`config.mk`:
```
export PLATFORM = sky130hd
export DESIGN_NAME = direction_input
export DESIGN_NICKNAME = d
export VERILOG_FILES = /design/src/rtl/direction_input_pkg.sv /design/src/rtl/key_debounce.sv /design/src/rtl/direction_input.sv
export SDC_FILE = /design/constraint.sdc
export NUM_CORES = 1
export LEC_CHECK = 0
export CAP_MARGIN = 0
export CORE_ASPECT_RATIO = 1.4
export CORE_MARGIN = 5
export CORE_UTILIZATION = 45
export DETAILED_ROUTE_END_ITERATION = 7
export GPL_TIMING_DRIVEN = 0
export SYNTH_ARGS = -nofsm -noshare
export SYNTH_HDL_FRONTEND = slang
export SYNTH_SLANG_ARGS = --single-unit
```
`constraint.sdc`:
```
create_clock -name clock -period 2.99 [get_ports clock]
set_clock_uncertainty 0.2 [all_clocks]
set_input_delay 0.4485 -clock clock [delete_from_list [all_inputs] [get_ports clock]]
set_output_delay 0.4485 -clock clock [all_outputs]
set_load 0.05 [all_outputs]
```
`src/rtl/direction_input_pkg.sv`:
```
// Shared direction bit indices and repeat-FSM encoding for the cursor key path.
// Also holds the opposing-key cancel so the movement logic can reuse it.
package direction_input_pkg;

   localparam int DIR_LEFT  = 3;
   localparam int DIR_UP    = 2;
   localparam int DIR_RIGHT = 1;
   localparam int DIR_DOWN  = 0;

   localparam logic [1:0] ST_IDLE   = 2'd0;
   localparam logic [1:0] ST_DELAY  = 2'd1;
   localparam logic [1:0] ST_REPEAT = 2'd2;

   typedef enum logic [1:0] {
      IDLE   = ST_IDLE,
      DELAY  = ST_DELAY,
      REPEAT = ST_REPEAT
   } state_t;

   // Opposing pairs pressed together cancel so neither axis moves.
   function automatic logic [3:0] cancel_opposing(input logic [3:0] k);
      logic [3:0] e;
      e = k;
      if (k[DIR_LEFT] && k[DIR_RIGHT]) begin
         e[DIR_LEFT]  = 1'b0;
         e[DIR_RIGHT] = 1'b0;
      end
      if (k[DIR_UP] && k[DIR_DOWN]) begin
         e[DIR_UP]   = 1'b0;
         e[DIR_DOWN] = 1'b0;
      end
      return e;
   endfunction

endpackage

```
`src/rtl/key_debounce.sv`:
```
// Two-flop synchroniser plus stable-count debounce for one active-low key.
// Latency: held follows a clean edge DEBOUNCE_CYCLES+2 cycles later; no backpressure.
module key_debounce #(
   parameter int DEBOUNCE_CYCLES = 250000,
   parameter int CNT_W           = 24
) (
   input  logic clock,
   input  logic resetn,
   input  logic key_n,
   output logic held
);

   localparam logic [CNT_W-1:0] CNT_LAST = CNT_W'(DEBOUNCE_CYCLES - 1);

   logic             sync1;
   logic             sync2;
   logic             synced;
   logic [CNT_W-1:0] cnt;

   assign synced = ~sync2;

   always_ff @(posedge clock or negedge resetn) begin
      if (!resetn) begin
         sync1 <= 1'b1;
         sync2 <= 1'b1;
         cnt   <= '0;
         held  <= 1'b0;
      end else begin
         sync1 <= key_n;
         sync2 <= sync1;
         if (synced == held) begin
            cnt <= '0;
         end else if (cnt == CNT_LAST) begin
            held <= ~held;
            cnt  <= '0;
         end else begin
            cnt <= cnt + CNT_W'(1);
         end
      end
   end

endmodule

```
`src/rtl/direction_input.sv`:
```
// Turns four raw push-buttons into one-cycle cursor step pulses with typematic repeat.
// Latency: first step DEBOUNCE_CYCLES+3 after press; no backpressure, pulses are fire-and-forget.
module direction_input
   import direction_input_pkg::*;
#(
   parameter int DEBOUNCE_CYCLES = 250000,
   parameter int INITIAL_DELAY   = 15000000,
   parameter int REPEAT_PERIOD   = 2500000,
   parameter int CNT_W           = 24
) (
   input  logic       clock,
   input  logic       resetn,
   input  logic [3:0] keys_n,
   output logic [3:0] directions,
   output logic [3:0] held
);

   localparam logic [CNT_W-1:0] DLY_LAST = CNT_W'(INITIAL_DELAY - 1);
   localparam logic [CNT_W-1:0] REP_LAST = CNT_W'(REPEAT_PERIOD - 1);

   logic [3:0]       eff;
   logic [3:0]       eff_prev;
   logic [3:0]       rise;
   logic [CNT_W-1:0] timer;
   state_t           state;

   for (genvar i = 0; i < 4; i++) begin : g_key
      key_debounce #(
         .DEBOUNCE_CYCLES (DEBOUNCE_CYCLES),
         .CNT_W           (CNT_W)
      ) u_deb (
         .clock  (clock),
         .resetn (resetn),
         .key_n  (keys_n[i]),
         .held   (held[i])
      );
   end

   assign eff  = cancel_opposing(held);
   assign rise = eff & ~eff_prev;

   // A newly added direction restarts the initial delay so it steps immediately.
   always_ff @(posedge clock or negedge resetn) begin
      if (!resetn) begin
         state      <= IDLE;
         timer      <= '0;
         directions <= '0;
         eff_prev   <= '0;
      end else begin
         eff_prev   <= eff;
         directions <= '0;
         case (state)
            IDLE: begin
               if (eff != '0) begin
                  directions <= eff;
                  timer      <= '0;
                  state      <= DELAY;
               end
            end
            DELAY: begin
               if (eff == '0) begin
                  state <= IDLE;
               end else if (rise != '0) begin
                  directions <= eff;
                  timer      <= '0;
               end else if (timer == DLY_LAST) begin
                  directions <= eff;
                  timer      <= '0;
                  state      <= REPEAT;
               end else begin
                  timer <= timer + CNT_W'(1);
               end
            end
            REPEAT: begin
               if (eff == '0) begin
                  state <= IDLE;
               end else if (rise != '0) begin
                  directions <= eff;
                  timer      <= '0;
                  state      <= DELAY;
               end else if (timer == REP_LAST) begin
                  directions <= eff;
                  timer      <= '0;
               end else begin
                  timer <= timer + CNT_W'(1);
               end
            end
            default: state <= IDLE;
         endcase
      end
   end

endmodule

```
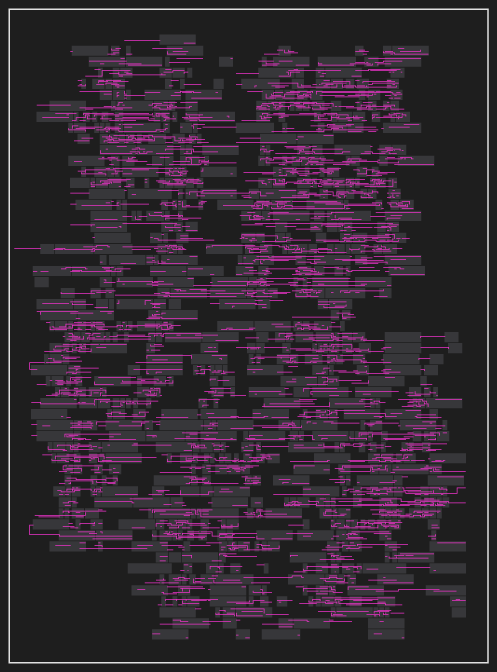
**Above:** met1 routing.
Cells faint in the background.
wire length on this layer = 6720 um
share of all routed wire = 42%
longest straight run = 34.0 um
nets with wire on the layer = 752

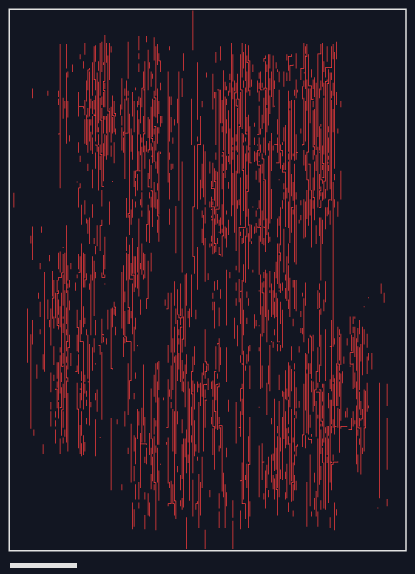
**Above:** met2 routing.
Scale bar: 20 um.
nets with wire on the layer = 689
longest straight run = 51.5 um
share of all routed wire = 53%

==> out/qor.yml <==
status: "finished clean"
cts_max_path_buffers: 2
hp-start: "g_key[0].u_deb.sync1$_DFF_PN1_"
chipArea_um2: 19000
crit_end: "timer[14]$_DFFE_PN0P_"
routed_wl_um: 15900
timing_hold_violations_final: 0
post_synth_fa_ha_maj_area_fraction_pct: 1.54
crit_cells: 7
syn-instance-count: 753
pin_count: 14
vias: 5710
number_of_nets_at_floorplan: 768
layout.cells.most_common: "sky130_fd_sc_hd__dfrtp_1"
core_area_um2: 16100
slowest_delay_ps: 590
routed_via_count_divided_by_cell_count: 5.72
total_leakage_power_uw: 0.00352
worst_setup_hold_path_clk_slew_ps: 60
post_cts.repair.setup_buffers: 2
hold_buffers: 1
log.warning_count: 31
p_sw_share_pct: 20.4
critical_path.max_fanout: 10
dr.pass1.iters: 7
critical_path.top_delay_family: "simple AND/OR/NAND/NOR gates"
synth-async-reset-ratio_pct: 100
holdPathStages: 0
synth_cell_types: 50
largest_reg_flops: 96
post_synth_main_logic_family: "simple AND/OR/NAND/NOR gates"
routed-wl-met3_um: 426
clk_latency_ps: 420
netlist_top_cells_area: "sky130_fd_sc_hd__dfrtp_1 (46%), sky130_fd_sc_hd__nor2_1 (6.0%), sky130_fd_sc_hd__xor2_1 (5.4%), sky130_fd_sc_hd__xnor2_1 (5.3%), sky130_fd_sc_hd__nand3_1 (3.3%)"
grtUsageTotal_pct: 17.4
cts_sink_cnt: 142
final_cell_area_um2: 8430
critical_path.endpoint_type: "register"
floorplan.die.width_um: 118
fmax_mhz: 345
detailedPlacementHpwl_um: 11200
synth_chip_area_um2: 7330
powerClk_uw: 2210
worstPathBufferInverterCount: 2
total_switching_power_uw: 875
synth_compound_gate_area_share_pct: 9.27
power_density_nw_per_um2: 508
post_synth_and_or_nand_nor_area_fraction_pct: 26.2
overall_power_uw: 4280
rsz0062_at_grt: "no"
placementRows: 55
place_ws_ps: -332
wl_met2_um: 8420
cts_inserted_buffers: 17
internal-power_uw: 3410
dpl_cell_area_um2: 7740
timing.rr.end: "timer[14]$_DFFE_PN0P_"
synth_xor_xnor_area_share_pct: 10.6
synth_area_leader_cell: "sky130_fd_sc_hd__dfrtp_1"
timing.critical_path.slowest_stage_cell: "sky130_fd_sc_hd__or4_4"
grt_start_max_net_pins: 103
r2r_slack_ps: 100
worst-slew-pin-transition_ps: 1210
layoutNonFillerInstCount: 999
postLayoutCoreUtil_pct: 52.4
clockPowerShare_pct: 51.7
criticalPathCategory: "reg -> reg"
cts_repair_resize_count: 6
hold_end: "g_key[0].u_deb.sync2$_DFF_PN1_"
yosysWarnings: 0
cts-root-buf: "sky130_fd_sc_hd__clkbuf_16"
reg2reg_depth: 7
largestRegisters: "g_key.u_deb.cnt (96), timer (24)"
synthFlopType: "sky130_fd_sc_hd__dfrtp_1"
cp_data_required_time_ps: 3080
fillers: 1462
synth_largest_type_area_fraction_pct: 45.7
drt-wirelength-per-cell_um: 15.9
wl_met1_um: 6720
detail_route.drc_violations: 0
synthMuxAreaShare_pct: 0.461
post-place-cells: 966
comb_cell_power_uw: 103
seq_power_share_pct: 45.9
syn_area_per_cell_um2: 9.74
grt_remaining_overflow: 0
io_buffers: 13
syn-cell-area_um2: 7330
top_power_group: "the clock network"
grt_first_pass_wirelength_um: 27700
post-route-worst-setup-slack_ps: 95.4
edf_count: 0
max_cap_viol_count: 0
combPwrFrac_pct: 2.4
ys_cells: 753
globalRouteMet2Util_pct: 31.1
global_route.peak_usage_layer: "met2"
tritoncts: "yes"
regMostFlops: "g_key.u_deb.cnt"
remaining_antenna_violation_count_after_routing: 0
drt_first_iter_violations: 296
gr-usage-met1_pct: 20.4
antenna_found_initial: 0
power.ir.vdd_worst_mv: 0.335
synth_seq_share_pct: 48.6
layout_top_cells_excl_fill_tap: "sky130_fd_sc_hd__dfrtp_1 (130), sky130_fd_sc_hd__nor2_1 (118), sky130_fd_sc_hd__nand3_1 (48)"
finish.net_count: 803
power.sequential.total_uw: 1970
regToRegStartpoint: "timer[12]$_DFFE_PN0P_"
crit_path_cell_trace: "or4b_1 > or4_4 > o41ai_4 > buf_4 > a21oi_2 > buf_4 > a221o_1"
max_transition_viols_final: 0
ctsHtreeMaxLevel: 4
area_delta_synth_final_pct: 15.0
number_of_global_route_vias_before_repair: 5986
timing.critical_path.from: "timer[12]$_DFFE_PN0P_"
initial_utilization_pct: 45.5
finalCriticalPeriod_ps: 2890
gp_routability_congestion: 0.847
grtUsageMet3_pct: 3.71
timing.critical_path.arrival_ps: 2990
final_layout_size_suffix_gt1_share_pct: 9.75
timing.critical_path.mode_cell: "sky130_fd_sc_hd__buf_4"
timing.slew.headroom_pct: 18.6
yosys_register_bits: 142
tns_ps: 0
timing.critical_path.from_type: "register"
top_signal_layer_used: "met4"
setup_viol_count_final: 0
worst_hold_slack_ps: 155
hold_path.class: "reg -> reg"
[synth_stat cells, types with 3 or more instances]
master,count
sky130_fd_sc_hd__xor2_1,45
sky130_fd_sc_hd__or3_1,6
sky130_fd_sc_hd__a21oi_1,10
sky130_fd_sc_hd__nor4b_1,3
sky130_fd_sc_hd__a311oi_1,4
sky130_fd_sc_hd__or4b_2,4
sky130_fd_sc_hd__dfstp_2,8
sky130_fd_sc_hd__buf_2,3
sky130_fd_sc_hd__a221o_1,15
sky130_fd_sc_hd__inv_1,26
sky130_fd_sc_hd__ha_1,9
sky130_fd_sc_hd__xnor2_1,44
sky130_fd_sc_hd__o21ai_0,7
sky130_fd_sc_hd__nor2_1,118
sky130_fd_sc_hd__nand4_1,34
sky130_fd_sc_hd__nand3_1,48
sky130_fd_sc_hd__nor3_1,17
sky130_fd_sc_hd__a2111oi_0,14
sky130_fd_sc_hd__nor4_1,22
sky130_fd_sc_hd__nand2b_1,9
sky130_fd_sc_hd__a211oi_1,10
sky130_fd_sc_hd__dfrtp_1,134
sky130_fd_sc_hd__clkbuf_1,26
sky130_fd_sc_hd__nor2b_1,3
sky130_fd_sc_hd__and2_1,16
sky130_fd_sc_hd__nand2_1,37
sky130_fd_sc_hd__and4_1,18
sky130_fd_sc_hd__buf_4,4
sky130_fd_sc_hd__a211o_1,6
sky130_fd_sc_hd__and3_1,20
sky130_fd_sc_hd__or4_1,3
sky130_fd_sc_hd__mux2_2,3
[area by class of cell]
cell class	instances	area [um^2]	share of cell area [%]
plain buffers	31	148	1.75
clock buffers	20	457	5.42
clock inverters	11	164	1.94
inverters	26	97.6	1.16
multi-input cells	552	3560	42.2
flip-flops and latches	142	3570	42.3
well taps	199	249	2.95
repair buffers	18	191	2.27
